==> src/rtl/alu_pkg.sv <==
// Shared definitions for the ALU command path.
//   DEFAULT_WIDTH     default operand/result width
//   OP_ADD..OP_DIV    two-bit opcodes understood by the ALU
//   ST_*              alu_cmd_master FSM state encodings
package alu_pkg;

  localparam int unsigned DEFAULT_WIDTH = 8;
  localparam int unsigned OP_W          = 2;
  localparam int unsigned STATE_W       = 3;

  typedef logic [OP_W-1:0] alu_op_t;

  localparam alu_op_t OP_ADD = 2'b00;
  localparam alu_op_t OP_SUB = 2'b01;
  localparam alu_op_t OP_MUL = 2'b10;
  localparam alu_op_t OP_DIV = 2'b11;

  localparam logic [2:0] ST_IDLE   = 3'd0;
  localparam logic [2:0] ST_SEND_A = 3'd1;
  localparam logic [2:0] ST_SEND_B = 3'd2;
  localparam logic [2:0] ST_WAIT   = 3'd3;
  localparam logic [2:0] ST_RESP   = 3'd4;

endpackage

==> src/rtl/alu_watchdog.sv <==
// WAIT-state timeout counter for alu_cmd_master.
// Only compiled when ALU_TIMEOUT_EN is defined.
//   clk, rst   clock and synchronous active-high reset
//   clr        clears the count (asserted the cycle before WAIT is entered)
//   en         counting enable (high while in WAIT)
//   expired_c  high during the TIMEOUT_CYCLES-th consecutive WAIT cycle
`ifdef ALU_TIMEOUT_EN
module alu_watchdog #(
  parameter int unsigned TIMEOUT_CYCLES = 255
) (
  input  logic clk,
  input  logic rst,
  input  logic clr,
  input  logic en,
  output logic expired_c
);

  // Counts 0..TIMEOUT_CYCLES-1, so the width depends only on the timeout.
  localparam int unsigned CNT_W = (TIMEOUT_CYCLES > 1) ? $clog2(TIMEOUT_CYCLES) : 1;

  logic [CNT_W-1:0] cnt_q;

  assign expired_c = en && (cnt_q == CNT_W'(TIMEOUT_CYCLES - 1));

  // Saturates at the expiry value; the FSM leaves WAIT on expiry anyway.
  always_ff @(posedge clk) begin
    if (rst) begin
      cnt_q <= '0;
    end else if (clr) begin
      cnt_q <= '0;
    end else if (en && !expired_c) begin
      cnt_q <= cnt_q + CNT_W'(1);
    end
  end

endmodule
`endif

==> src/rtl/alu_cmd_master.sv <==
// Initiator side of the ALU operand/result handshake. Takes one command on a
// valid/ready port, sends operand A then B to the ALU as one-cycle strobes,
// waits for alu_ready, and returns the captured result on a valid/ready
// response port. One transaction in flight at a time.
// Optional feature macro: ALU_TIMEOUT_EN (WAIT timeout with rsp_err).
//   clk, rst                     clock, synchronous active-high reset
//   cmd_valid/cmd_ready          command handshake
//   cmd_op, cmd_a, cmd_b         opcode and operands
//   alu_in, alu_op, alu_valid    operand beats to the ALU
//   alu_o, alu_ready             ALU result and its valid
//   rsp_valid/rsp_ready          response handshake
//   rsp_data, rsp_err            captured result, timeout flag
//   busy                         high whenever not IDLE
module alu_cmd_master
  import alu_pkg::*;
#(
  parameter int unsigned WIDTH = DEFAULT_WIDTH
`ifdef ALU_TIMEOUT_EN
  ,
  parameter int unsigned TIMEOUT_CYCLES = 255
`endif
) (
  input  logic              clk,
  input  logic              rst,
  input  logic              cmd_valid,
  output logic              cmd_ready,
  input  logic [OP_W-1:0]   cmd_op,
  input  logic [WIDTH-1:0]  cmd_a,
  input  logic [WIDTH-1:0]  cmd_b,
  output logic [WIDTH-1:0]  alu_in,
  output logic [OP_W-1:0]   alu_op,
  output logic              alu_valid,
  input  logic [WIDTH-1:0]  alu_o,
  input  logic              alu_ready,
  output logic              rsp_valid,
  input  logic              rsp_ready,
  output logic [WIDTH-1:0]  rsp_data,
  output logic              rsp_err,
  output logic              busy
);

  logic [STATE_W-1:0] state_q, state_d;
  logic [WIDTH-1:0]   b_q, b_d;

  logic               cmd_ready_d;
  logic [WIDTH-1:0]   alu_in_d;
  logic [OP_W-1:0]    alu_op_d;
  logic               alu_valid_d;
  logic               rsp_valid_d;
  logic [WIDTH-1:0]   rsp_data_d;
  logic               busy_d;

`ifdef ALU_TIMEOUT_EN
  logic rsp_err_d;
  logic expired_c;

  // Cleared in SEND_B so the count starts at zero on the first WAIT cycle.
  alu_watchdog #(
    .TIMEOUT_CYCLES (TIMEOUT_CYCLES)
  ) u_watchdog (
    .clk       (clk),
    .rst       (rst),
    .clr       (state_q == ST_SEND_B),
    .en        (state_q == ST_WAIT),
    .expired_c (expired_c)
  );
`else
  assign rsp_err = 1'b0;
`endif

  // Next state and next registered output values. Outputs are computed for
  // the state being entered, so they line up with the state register.
  always_comb begin
    state_d     = state_q;
    b_d         = b_q;
    cmd_ready_d = cmd_ready;
    alu_in_d    = alu_in;
    alu_op_d    = alu_op;
    alu_valid_d = 1'b0;
    rsp_valid_d = rsp_valid;
    rsp_data_d  = rsp_data;
    busy_d      = busy;
`ifdef ALU_TIMEOUT_EN
    rsp_err_d   = rsp_err;
`endif

    case (state_q)
      ST_IDLE: begin
        if (cmd_valid && cmd_ready) begin
          state_d     = ST_SEND_A;
          b_d         = cmd_b;
          cmd_ready_d = 1'b0;
          busy_d      = 1'b1;
          alu_valid_d = 1'b1;
          alu_in_d    = cmd_a;
          alu_op_d    = cmd_op;
        end
      end

      ST_SEND_A: begin
        state_d     = ST_SEND_B;
        alu_valid_d = 1'b1;
        alu_in_d    = b_q;
      end

      ST_SEND_B: begin
        state_d = ST_WAIT;
      end

      // A ready coinciding with expiry takes priority over the timeout.
      ST_WAIT: begin
        if (alu_ready) begin
          state_d     = ST_RESP;
          rsp_valid_d = 1'b1;
          rsp_data_d  = alu_o;
`ifdef ALU_TIMEOUT_EN
          rsp_err_d   = 1'b0;
        end else if (expired_c) begin
          state_d     = ST_RESP;
          rsp_valid_d = 1'b1;
          rsp_data_d  = '0;
          rsp_err_d   = 1'b1;
`endif
        end
      end

      ST_RESP: begin
        if (rsp_ready) begin
          state_d     = ST_IDLE;
          rsp_valid_d = 1'b0;
          cmd_ready_d = 1'b1;
          busy_d      = 1'b0;
`ifdef ALU_TIMEOUT_EN
          rsp_err_d   = 1'b0;
`endif
        end
      end

      default: begin
        state_d     = ST_IDLE;
        rsp_valid_d = 1'b0;
        cmd_ready_d = 1'b1;
        busy_d      = 1'b0;
      end
    endcase
  end

  // State and output registers; reset aborts any transaction in flight.
  always_ff @(posedge clk) begin
    if (rst) begin
      state_q   <= ST_IDLE;
      b_q       <= '0;
      cmd_ready <= 1'b1;
      alu_in    <= '0;
      alu_op    <= '0;
      alu_valid <= 1'b0;
      rsp_valid <= 1'b0;
      rsp_data  <= '0;
      busy      <= 1'b0;
`ifdef ALU_TIMEOUT_EN
      rsp_err   <= 1'b0;
`endif
    end else begin
      state_q   <= state_d;
      b_q       <= b_d;
      cmd_ready <= cmd_ready_d;
      alu_in    <= alu_in_d;
      alu_op    <= alu_op_d;
      alu_valid <= alu_valid_d;
      rsp_valid <= rsp_valid_d;
      rsp_data  <= rsp_data_d;
      busy      <= busy_d;
`ifdef ALU_TIMEOUT_EN
      rsp_err   <= rsp_err_d;
`endif
    end
  end

endmodule

==> config.mk <==
export PLATFORM = sky130hd
export DESIGN_NAME = alu_cmd_master
export DESIGN_NICKNAME = d
export VERILOG_FILES = /design/src/rtl/alu_pkg.sv /design/src/rtl/alu_watchdog.sv /design/src/rtl/alu_cmd_master.sv
export SDC_FILE = /design/constraint.sdc
export NUM_CORES = 1
export LEC_CHECK = 0
export CAP_MARGIN = 20
export CORE_MARGIN = 2
export CORE_UTILIZATION = 44
export DETAILED_ROUTE_END_ITERATION = 7
export PLACE_DENSITY = 0.89
export SYNTH_ARGS = -nofsm -noshare
export SYNTH_HDL_FRONTEND = slang
export SYNTH_SLANG_ARGS = --single-unit
==> constraint.sdc <==
create_clock -name clk -period 1.47 [get_ports clk]
set_input_delay 0.2205 -clock clk [delete_from_list [all_inputs] [get_ports clk]]
set_output_delay 0.2205 -clock clk [all_outputs]
set_load 0.02 [all_outputs]
==> results.sh <==
# physical design summary
export IMPL_io_pin_count=54
export IMPL_ys_cells=162
export IMPL_hold_slack_ns=0.4325
export IMPL_antenna_left=0
export IMPL_highest_layer="met4"
export IMPL_drv_slew=0
export IMPL_seq_cells=33
export IMPL_grt_pass1_vias=1200
export IMPL_p_clk_share_pct=24.3
export IMPL_num_nets_final=251
export IMPL_met3_length_um=145
export IMPL_holdPathEnd="rsp_data[5]"
export IMPL_synth_warnings=0
export IMPL_n_clock_buffer=5
export IMPL_grt_use_met2_pct=32.03
export IMPL_r2r_end="alu_in[4]"
export IMPL_status="complete, no violations"
export IMPL_dp_slack_ns=-0.06916
export IMPL_slowest_stage="dfxtp_1"
export IMPL_drc=0
export IMPL_cts_root_buf="clkbuf_4"
export IMPL_simple_gate_area_share_pct=25.45
export IMPL_synthesis_nets=193
export IMPL_post_dp_hpwl_um=2616
export IMPL_ys_seq_share_pct=45.09
export IMPL_cp_required_ns=1.25
export IMPL_finalCriticalPeriod_ns=1.349
export IMPL_clock_sinks=33
export IMPL_critPathMaxFanout=5
export IMPL_setup_viol=0
export IMPL_stdcell_area_um2=2106
export IMPL_first_pass_iters=5
export IMPL_seq_cell_share_pct=31.37
export IMPL_grt_max_degree=26
export IMPL_grt_setup_unrepaired="no"
export IMPL_ir_drop_mv=0.7072
export IMPL_cap_violations=0
export IMPL_mostFrequentLayoutCell="dfxtp_1"
export IMPL_ff2ff_path_depth=5
export IMPL_synthXorXnorAreaFrac_pct=0
export IMPL_vias=1343
## repair_timing
item,CTS,global route
endpoints found under the setup margin,31,2
hold endpoints to repair,0,0
resized,22,2
pin swaps,0,0
## per-stage QoR
step | util (%) | TNS (ns)
floorplan | - | 0
global placement | 66.61 | -0.01421
detailed placement | 66.61 | -0.4919
CTS | 67.62 | 0
global route | 67.86 | 0
finish | 67.86 | 0
## sequential cells by signal, indices dropped and copies added (netlist names)
signal and count:
cmd_ready 1, alu_in 8, alu_valid 1, rsp_valid 1, alu_op 2, state_q 3
b_q 8, busy 1, rsp_data 8
## power groups by stage
stage               Sequential [uW]  Clock (uW)  Combinational, uW
floorplan                      1070           0                250
global placement               1030           0                519
CTS                            1010         502                505
global route                   1020         543                549
finish                         1020         487                507
detailed placement             1030           0                530
## worst register-to-register path: stages, from the launching register on
cell     delay (ns)
dfxtp_1        0.35
buf_4          0.18
or2_0          0.26
buf_4          0.18
o21ai_0        0.17
o21ai_0        0.09
## synth_stat cells, types with 3 or more instances
cell	n	area (um^2)
o21ai_0	13	65.06
mux2i_1	10	100.1
clkbuf_1	3	11.26
a21oi_1	14	70.07
dfxtp_1	33	660.6
a32oi_1	7	61.31
nor3_1	3	15.01
nor2b_1	7	43.79
buf_2	7	35.03
nand2b_1	21	131.4
nand2_1	18	67.56
## how the worst max path moves through the flow
stage	start	to	slack, ns
3_3_place_gp	cmd_valid	alu_in[0]	-0.01
4_1_cts	alu_valid	alu_valid	0.005
5_1_grt	state_q[1]	alu_in[1]	0.02
6_report	cmd_ready	cmd_ready	0.12
2_1_floorplan	cmd_ready	alu_op[0]	0.15
3_5_place_dp	cmd_valid	b_q[5]	-0.07
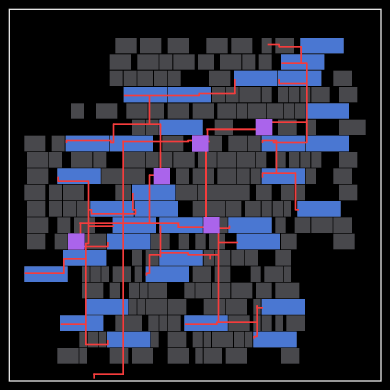
(clock distribution)
Drawn at 6 px/um.
[blue] flip-flops | count: 33
[purple] clock-net drivers | count: 5
[red] clock wires | length: 375 um
routed clock nets: 6

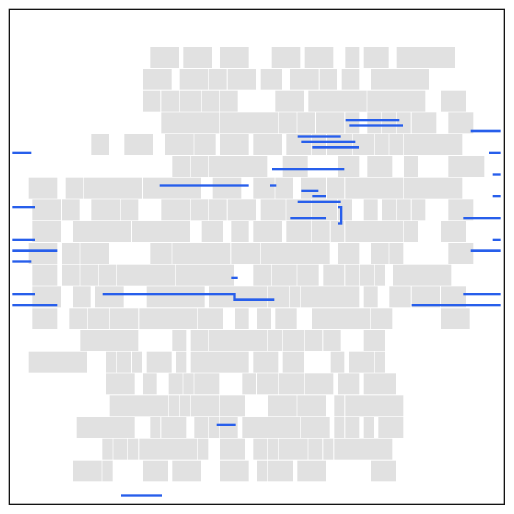
(the metal 3 layer)
Drawn at 8 px/um.
nets with wire on the layer: 27
share of all routed wire: 4.2%

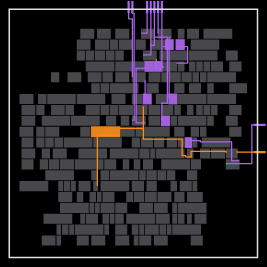
(I/O nets highlighted)
Drawn at 4 px/um.
[orange] `cmd_ready` | bits: 1 | direction: output | end cells: 1 | buffers: 1 | wire: 63.6 um
[purple] `cmd_a` | bits: 8 | direction: input | end cells: 8 | buffers: 8 | wire: 206 um

No activity file was given, so power comes from the tool's default toggle rates.
